--- src/rtl/rfarb_pkg.sv ---
// rtl/rfarb_pkg.sv - shared types and constants for the register-file debug arbiter
package rfarb_pkg;
    localparam int RFARB_XLEN   = 32;
    localparam int RFARB_REG_AW = 5;
    localparam int RFARB_X0     = 0;

    typedef enum logic [2:0] {
        RFARB_RUN,
        RFARB_DRAIN,
        RFARB_HALTED,
        RFARB_ACCESS,
        RFARB_RESUME
    } rfarb_state_t;
endpackage

--- src/rtl/rfarb_drain_timer.sv ---
// rtl/rfarb_drain_timer.sv - drain cycle counter, built only with RFARB_DRAIN_TIMEOUT_EN
module rfarb_drain_timer #(
    parameter int DRAIN_MAX = 16
) (
    input  logic clk,
    input  logic rst,
    input  logic en_i,
    output logic expired_o
);
    localparam int CW = $clog2(DRAIN_MAX + 1);

    logic [CW-1:0] cnt_q, cnt_d;

    // Held at zero outside DRAIN so every drain starts from a fresh count.
    assign cnt_d     = en_i ? cnt_q + CW'(1) : '0;
    assign expired_o = en_i && (cnt_q == CW'(DRAIN_MAX - 1));

    always_ff @(posedge clk or posedge rst) begin
        if (rst) cnt_q <= '0;
        else     cnt_q <= cnt_d;
    end
endmodule

--- src/rtl/regfile_dbg_arbiter.sv ---
// rtl/regfile_dbg_arbiter.sv - halts/drains the pipeline and grants debug access to the register file
// Optional drain timeout: RFARB_DRAIN_TIMEOUT_EN
module regfile_dbg_arbiter
    import rfarb_pkg::*;
#(
    parameter int XLEN      = RFARB_XLEN,
    parameter int REG_AW    = RFARB_REG_AW,
    parameter int DRAIN_MAX = 16
) (
    input  logic              clk,
    input  logic              rst,
    input  logic              wb_we_i,
    input  logic [REG_AW-1:0] wb_rd_i,
    input  logic [XLEN-1:0]   wb_data_i,
    input  logic              pipe_empty_i,
    output logic              halt_req_o,
    output logic              halted_o,
    input  logic              dbg_halt_i,
    input  logic              dbg_resume_i,
    input  logic              dbg_req_i,
    input  logic              dbg_we_i,
    input  logic [REG_AW-1:0] dbg_addr_i,
    input  logic [XLEN-1:0]   dbg_wdata_i,
    output logic              dbg_gnt_o,
    output logic              dbg_rvalid_o,
    output logic [XLEN-1:0]   dbg_rdata_o,
    output logic              rf_we_o,
    output logic [REG_AW-1:0] rf_a3_o,
    output logic [XLEN-1:0]   rf_wd3_o,
    output logic              rf_a1_sel_o,
    output logic [REG_AW-1:0] rf_ra_o,
    input  logic [XLEN-1:0]   rf_rd1_i,
    output logic              wb_conflict_o
`ifdef RFARB_DRAIN_TIMEOUT_EN
    ,
    output logic              drain_timeout_o
`endif
);
    rfarb_state_t      state_q;
    logic              halt_req_q, halted_q, gnt_q, rvalid_q, conflict_q;
    logic [XLEN-1:0]   rdata_q;
    logic              acc_we_q;
    logic [REG_AW-1:0] acc_addr_q;
    logic [XLEN-1:0]   acc_wdata_q;
    logic              drain_expired;
    logic              acc_is_x0;

`ifdef RFARB_DRAIN_TIMEOUT_EN
    logic drain_timeout_q;

    rfarb_drain_timer #(.DRAIN_MAX(DRAIN_MAX)) u_drain_timer (
        .clk       (clk),
        .rst       (rst),
        .en_i      (state_q == RFARB_DRAIN),
        .expired_o (drain_expired)
    );
    assign drain_timeout_o = drain_timeout_q;
`else
    logic unused_drain_max;
    assign unused_drain_max = (DRAIN_MAX > 0);
    assign drain_expired    = 1'b0;
`endif

    assign acc_is_x0 = (acc_addr_q == REG_AW'(RFARB_X0));

    always_ff @(posedge clk or posedge rst) begin
        if (rst) begin
            state_q     <= RFARB_RUN;
            halt_req_q  <= 1'b0;
            halted_q    <= 1'b0;
            gnt_q       <= 1'b0;
            rvalid_q    <= 1'b0;
            conflict_q  <= 1'b0;
            rdata_q     <= '0;
            acc_we_q    <= 1'b0;
            acc_addr_q  <= '0;
            acc_wdata_q <= '0;
`ifdef RFARB_DRAIN_TIMEOUT_EN
            drain_timeout_q <= 1'b0;
`endif
        end else begin
            gnt_q    <= 1'b0;
            rvalid_q <= 1'b0;
            if (wb_we_i && (state_q == RFARB_HALTED || state_q == RFARB_ACCESS))
                conflict_q <= 1'b1;
            case (state_q)
                RFARB_RUN: if (dbg_halt_i) begin
                    state_q    <= RFARB_DRAIN;
                    halt_req_q <= 1'b1;
                end
                RFARB_DRAIN: if (pipe_empty_i || drain_expired) begin
                    state_q  <= RFARB_HALTED;
                    halted_q <= 1'b1;
`ifdef RFARB_DRAIN_TIMEOUT_EN
                    if (!pipe_empty_i) drain_timeout_q <= 1'b1;
`endif
                end
                RFARB_HALTED: if (dbg_req_i) begin
                    state_q     <= RFARB_ACCESS;
                    gnt_q       <= 1'b1;
                    acc_we_q    <= dbg_we_i;
                    acc_addr_q  <= dbg_addr_i;
                    acc_wdata_q <= dbg_wdata_i;
                end else if (dbg_resume_i) begin
                    state_q    <= RFARB_RESUME;
                    halt_req_q <= 1'b0;
                    halted_q   <= 1'b0;
`ifdef RFARB_DRAIN_TIMEOUT_EN
                    drain_timeout_q <= 1'b0;
`endif
                end
                RFARB_ACCESS: begin
                    state_q <= RFARB_HALTED;
                    if (!acc_we_q) begin
                        rvalid_q <= 1'b1;
                        rdata_q  <= acc_is_x0 ? '0 : rf_rd1_i;
                    end
                end
                RFARB_RESUME: state_q <= RFARB_RUN;
                default:      state_q <= RFARB_RUN;
            endcase
        end
    end

    // Writeback always owns the write port when it writes; debug writes fill idle slots only.
    always_comb begin
        rf_we_o  = wb_we_i;
        rf_a3_o  = wb_rd_i;
        rf_wd3_o = wb_data_i;
        if (state_q == RFARB_ACCESS && acc_we_q && !wb_we_i) begin
            rf_we_o  = !acc_is_x0;
            rf_a3_o  = acc_addr_q;
            rf_wd3_o = acc_wdata_q;
        end
    end

    assign rf_a1_sel_o   = (state_q == RFARB_ACCESS) && !acc_we_q;
    assign rf_ra_o       = rf_a1_sel_o ? acc_addr_q : '0;
    assign halt_req_o    = halt_req_q;
    assign halted_o      = halted_q;
    assign dbg_gnt_o     = gnt_q;
    assign dbg_rvalid_o  = rvalid_q;
    assign dbg_rdata_o   = rdata_q;
    assign wb_conflict_o = conflict_q;
endmodule

--- config.mk ---
export PLATFORM = sky130hd
export DESIGN_NAME = regfile_dbg_arbiter
export DESIGN_NICKNAME = d
export VERILOG_FILES = /design/src/rtl/rfarb_pkg.sv /design/src/rtl/rfarb_drain_timer.sv /design/src/rtl/regfile_dbg_arbiter.sv
export SDC_FILE = /design/constraint.sdc
export NUM_CORES = 1
export LEC_CHECK = 0
export CORE_MARGIN = 2
export CORE_UTILIZATION = 24
export CTS_CLUSTER_DIAMETER = 60
export DETAILED_ROUTE_END_ITERATION = 6
export DONT_BUFFER_PORTS = 1
export PLACE_DENSITY_LB_ADDON = 0.08
export RECOVER_POWER = 25
export SLEW_MARGIN = 20
export SYNTH_ARGS = -nofsm -noshare
export SYNTH_HDL_FRONTEND = slang
export SYNTH_HIERARCHICAL = 1
export SYNTH_SLANG_ARGS = --single-unit
--- constraint.sdc ---
create_clock -name clk -period 4.1 [get_ports clk]
set_clock_uncertainty 0.05 [all_clocks]
set_input_delay 1.23 -clock clk [delete_from_list [all_inputs] [get_ports clk]]
set_output_delay 1.23 -clock clk [all_outputs]
set_load 0.02 [all_outputs]
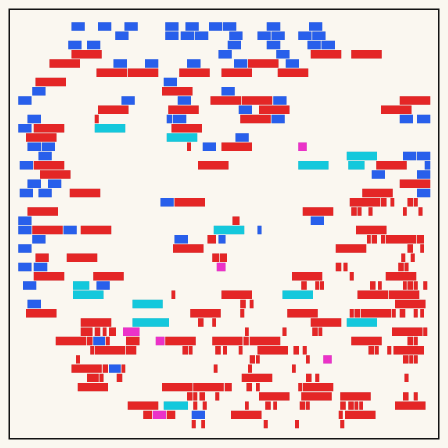
(images/sizing.png)
Key: blue = x2 [cells 80]; magenta = x3 and x4 [cells 6]; cyan = x6 and larger [cells 13]; red = x1 and smaller [cells 202]

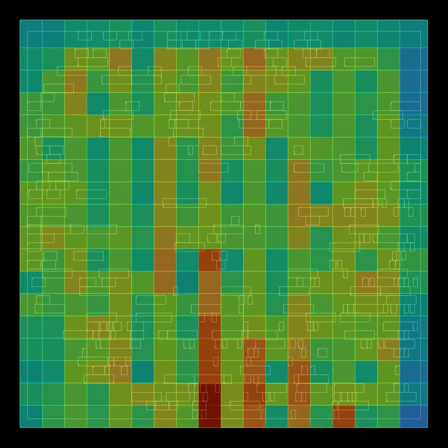
(images/congestion_map.png)
WL per Instance: 18.2 µm
Layout Utilization: 27.4%
GR Layer Usage met2: 18.4%

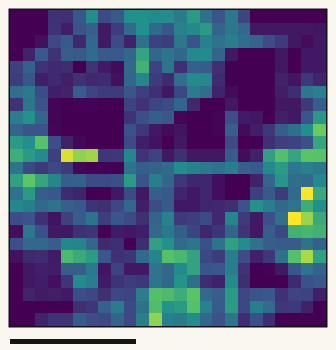
(images/route_heat.png)
The bar under the picture is 50 µm long. 25 x 25 tiles, from dark purple (low) to yellow (high), scaled to the fullest tile. Values are wire area over tile area, all layers added.
17% of the tiles are nearly empty. The fullest tile reaches 0.39. The densest ninth of the die: bottom centre. The emptiest ninth of the die: upper right. The mean over all tiles is 0.092. 10% of the tiles are over half the peak.
Total GRT Usage: 11.3%
final wirelength: 8.83 mm
vias: 2,204

==> flow_summary_export.csv <==
group,metric,value,unit
finish,area_dominant_class,"sequential cells",
synth,avgSynthCellArea,12.0,µm²
die,io_pins,195,
global_route,met3_usage,5.01,%
run_status,violations,"max-capacitance violations, max-slew violations",
run,warning_count,26,
synth,yosys_area,3570,µm²
final_timing,hold_viol,0,
finish,flops,78,
worst_setup_path,rr_endpoint,"acc_wdata_q[18]",
final_timing,period_used_share,80.3,%
synth,top_area_share,54.7,%
finish,layout_top_cell,"dfrtp_1",
route,drt_first_pass_iters,6,
synth,synth_cell_type_count,30,
hold_path,holdPathStages,1,
route,drt_iter0_drc,102,
final_timing,fmaxAchievable,304,MHz
finish,final-nonclk-buf-share,1.26,%
synth,syn_area,3570,µm²
finish,nets,410,
die,n_tap_cell,184,
final_timing,slew_headroom,-21.5,%
worst_setup_path,rrSetupSlack,1.41,ns
final_timing,slew_violations,71,
place,gp_congestion,0.730,
clocking,cts_root_buffer,"clkbuf_16",
clocking,cts.path.max_buffers,2,
clocking,cts_resized,0,
clocking,cts.sinks,78,
run_status,run_status,"finished, violations left",
hold_path,hold_path.class,"flop to flop",
synth,synth-seq-cells,78,
power,cellLeakagePower,1.63,nW
synth,ys_cells,298,
hold_path,hold_end,"acc_wdata_q[20]",
worst_setup_path,crit-reg2reg-launch,"state_q[1]",
finish,antenna_cells,1,
route,drc_errors,0,
synth,yosysMostFrequentCell,"dfrtp_1",
finish,inv_count,4,
final_timing,tightest_slew,1.82,ns
power,power.density,819,nW/µm²
run,drv_cap,2,
clocking,cts_made_buffers,9,
finish,seqCellArea,1950,µm²
worst_setup_path,slowest_stage,"mux2_2",
global_route,grt_max_degree,40,
route,vias_per_cell,4.53,
power,peakVddDrop,0.219,mV
clocking,htree_levels,3,
worst_setup_path,crit_type,"primary input to output port",
hold_path,min_from,"acc_wdata_q[20]",
route,routed.top_layer,"met5",
finish,final-comb-area,1430,µm²
final_timing,finalWorstSetupSlack,0.809,ns
synth,syn_inst,298,
place,post-place-cells,469,
worst_setup_path,critPathMaxStageDelay,0.42,ns
die,fp-row-count,44,
final_timing,rsz0062_at_grt,"no",
[power by group]
part           leakage, nW  switching (W)  internal (W)  total, W
Combinational        0.548       0.000435      0.000393  0.000827
Clock                0.146       0.000313      0.000504  0.000817
Sequential           0.940       0.000472       0.00115   0.00162
[per-stage QoR]
step / total power, W / cell area [µm²]
after CTS: 0.00334 / 4000
final: 0.00326 / 3990
after floorplan: 0.00230 / 3570
after global placement: 0.00248 / 3690
after detailed placement: 0.00250 / 3690
after global routing: 0.00350 / 3980
[kinds of logic after synthesis]
family	after synthesis	share of synthesized area (%)
simple gates	82	10.3
mux	75	23.7
flops	78	54.7
compound gates	40	6.32
buf+inv	23	4.98
[worst max-delay path, delay by kind of cell]
kind                   cells  cell delay, ns
buffers and inverters      1            0.21
muxes                      1            0.42
and+or+nand+nor            1            0.10
No activity file was given, so power comes from the tool's default toggle rates.
